==> config.mk <==
export PLATFORM = sky130hd
export DESIGN_NAME = bin_to_oh_seq
export DESIGN_NICKNAME = d
export VERILOG_FILES = /design/src/rtl/bin_to_oh_seq.sv
export SDC_FILE = /design/constraint.sdc
export NUM_CORES = 1
export LEC_CHECK = 0
export CORE_UTILIZATION = 35
export DETAILED_ROUTE_END_ITERATION = 6
export MAX_ROUTING_LAYER = met4
export PLACE_DENSITY_LB_ADDON = 0.2
export SYNTH_ARGS = -nofsm -noshare
export SYNTH_HDL_FRONTEND = slang
export SYNTH_SLANG_ARGS = --single-unit
==> constraint.sdc <==
create_clock -name clk -period 1.5 [get_ports clk]
set_input_delay 0.3 -clock clk [delete_from_list [all_inputs] [get_ports clk]]
set_output_delay 0.3 -clock clk [all_outputs]
set_load 0.005 [all_outputs]
Placed standard cells:
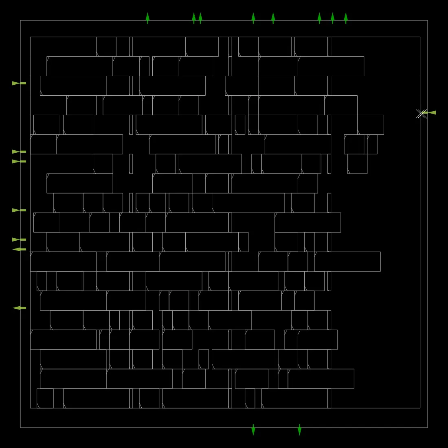
tally of filler cells in the layout: 234
end-of-flow core utilization: 61.2%
layout sequential cell count: 21
Seq area share: 30.6%
tap cell instance count: 31

Port wiring:
Scale: 4 px per µm.
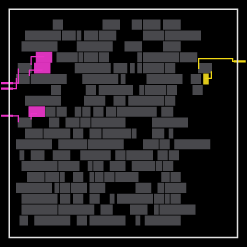
Yellow shows rst, direction input, end cells 1, buffers 1, wire 15.6 µm. Magenta shows in_bin, direction input, end cells 3, buffers 3, wire 24.6 µm.
top-level port count: 18
Port Buf Inserts: 16

Cell classes on the final placement:
Scale: 6 px per µm.
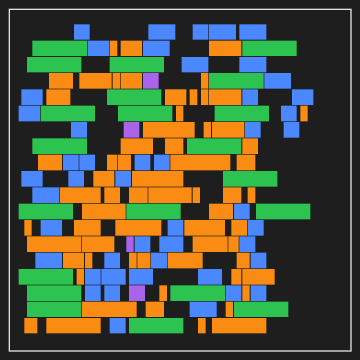
Purple shows clock drivers and dummy loads, cells 4. Orange shows remaining logic cells, cells 64. Green shows registers, cells 21. Blue shows remaining buffers and delay cells, cells 47.
Core Footprint: 2810 µm²
final instance area: 1720 µm²
placement row count: 19

Cell area per tile:
Scale: 6 px per µm. 11 x 11 tiles, from dark blue (low) to red (high), 0 to 100% covered.
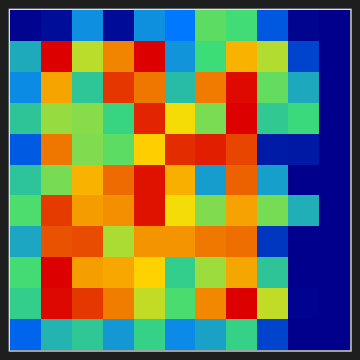
The fullest tile reaches 100%. 35% of the tiles are over 75% full. The emptiest ninth of the die: bottom right. The densest ninth of the die: middle.
initial standard-cell utilization of the core: 37.3%

Met1 routing:
Scale: 8 px per µm. Supply wires on this layer in grey.
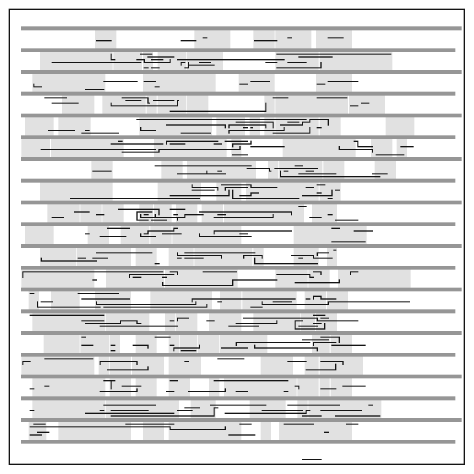
127 nets have wire on it. The longest straight run is 21.2 µm. The layer holds 43% of the routed length.
M1 GR Usage: 19.9%
total routed wirelength: 2360 µm
routed via count: 852

==> run summary <==
Results of an implementation run.

The run finished, with violations left. The checks that failed: design-rule violations, negative setup slack. The final timing report lists a max-slew violation count of 0. Per the synthesis report, the dominant area consumer among library cells is sky130_fd_sc_hd__dfrtp_1. The maximum clock insertion buffer count is 2.

Counting the inverters off the clock network in the layout gives 9. The count of nets left with antenna violations once routing finished came out at 0. The number of design rule violations left after detail routing is 2. After synthesis, the largest area contributor takes up about half of total cell area. The sequential-to-total area share from yosys stat is about half.

The registers of the reported paths see a clock transition of ~130 ps. The proportion of synthesized flip-flops having asynchronous set or reset is 100%. The total routing usage reported by global routing is around 17%.

The register with the most flip-flops in the layout has 8 of them. The number of setup violations in the final report is 9. The latest clock arrival within the worst-skew pair is between 300 and 400 ps. The worst setup path category is reg -> reg.

The CTS tree is yes. The worst path in the final design needs a cycle of about 1600 ps, including I/O delays and setup. The number of hold violations in the final report is 0. The main area contributors are sky130_fd_sc_hd__dfrtp_1 50%, sky130_fd_sc_hd__ha_1 6.0%, sky130_fd_sc_hd__nor4b_4 4.5%.

The area fraction in xor and xnor cells is 0%. Buffers added to address setup during post-CTS repair amount to 7. The total die area is between 3000 and 4000 µm². The final estimated routing congestion in global placement is 0.793. The multiplexer share of the synthesized area is between 4 and 5%. around 55 cells are multi-input combinational gates.

The slack of the critical path is -105 ps. The first global-routing pass estimated 4030 µm of wire. Per the TritonCTS log, the buffer count is 3. The count of tool warnings is 32. The maximum ir drop on the vdd rail is around 1300 µV. Per the OpenROAD floorplan log, the height of the die is 56.7 µm. The synthesis report names the predominant flop master as sky130_fd_sc_hd__dfrtp_1. The final timing summary puts the cycle share of the worst path at 107%. In the final layout, multi-input gates take up 38.4% of the cell area. Clock cells make up under 10% of the layout cell area.

The total instance count after detailed placement is roughly 150. The script logs the ratio of routed vias to standard cells as approximately 5. The worst setup slack after placement is -249 ps. In the synthesized netlist, the dominant kind of combinational cell is AND-OR/OR-AND gates.

The sort of element at the end of the critical path is a flop. The cell-mix breakdown from Yosys lists the simple-gate area share as between 15 and 20%. The number of storage elements in the synthesis netlist is 21. The clock tree has to reach 21 sinks. The area taken by multi-input combinational cells is reported as about 660 µm².

The total leakage power is 0.921 nW. At the worst endpoint, the arrival time is between 1500 and 2000 ps. The report puts the cell count of the worst reg-to-reg path at 6. The proportion of final cell area spent on non-clock buffers is roughly 25%. Per the Yosys statistics, synthesis produced ~86 cells.

Entering global routing, the biggest net connects 22 pins. According to the dpl log, the detail-placed design has an HPWL of approximately 1600 µm. The highest clock rate is 0.623 GHz. The chip area line in the Yosys stat output reads around 1000 µm². The number of nets at floorplan is approximately 97. 0 antenna diodes ended up in the layout.

The worst setup path is launched from a flop. Per the synthesis report, the number of distinct cell types is 35. Buffers inserted to repair hold after CTS numbered 0.
-- cells in the final DEF (no fill, tap or decap), drive strengths merged, types with 2 or more instances in the layout --
cell / synthesis / layout
a211oi: 2 / 2
a21boi: 2 / 2
a21oi: 2 / 2
a22o: 2 / 2
a32o: 3 / 3
buf: 1 / 31
clkbuf: 0 / 4
clkdlybuf4s50: 0 / 6
dfrtp: 21 / 21
dlymetal6s2s: 0 / 10
ha: 5 / 5
inv: 9 / 9
mux2: 4 / 4
nand2: 4 / 4
nand3b: 2 / 2
nor2: 4 / 4
nor3b: 2 / 2
nor4b: 2 / 2
o21ai: 3 / 3
o2bb2ai: 4 / 4
-- layer usage --
layer	up-vias	track usage [%]	wire length (µm)	part of all wire, %
met5	-	-	0	0
met4	0	5.36	35	1.5
met3	3	3.00	54	2.3
met2	11	29.9	1250	53
met1	425	19.9	1010	43
li1	413	-	-	-
-- where the power goes --
part	switching [W]	total, W	internal [W]
combinational	0.000896	0.00205	0.00115
clock	0.000179	0.000283	0.000104
sequential	0.000157	0.000868	0.000711
-- metrics by stage --
stage	hold slack, ps	instance area [µm²]	utilization, %	total power [W]	TNS (ps)
floorplan	277	1070	-	0.00171	-271
CTS	326	1580	56.4	0.00303	-712
finish	298	1720	61.2	0.00320	-559
global placement	477	1390	49.6	0.00226	-2240
detailed placement	480	1390	49.6	0.00231	-2660
global route	335	1720	61.2	0.00343	-1760
-- worst max-delay path, stage by stage (launching register included) --
cell                       delay (ps)
sky130_fd_sc_hd__dfrtp_1          420
sky130_fd_sc_hd__inv_2             80
sky130_fd_sc_hd__ha_4             170
sky130_fd_sc_hd__a21boi_4         140
sky130_fd_sc_hd__o21ai_0          310
sky130_fd_sc_hd__a31oi_4          150
sky130_fd_sc_hd__or2_1            230
Power is estimated from default activity; no workload was simulated.
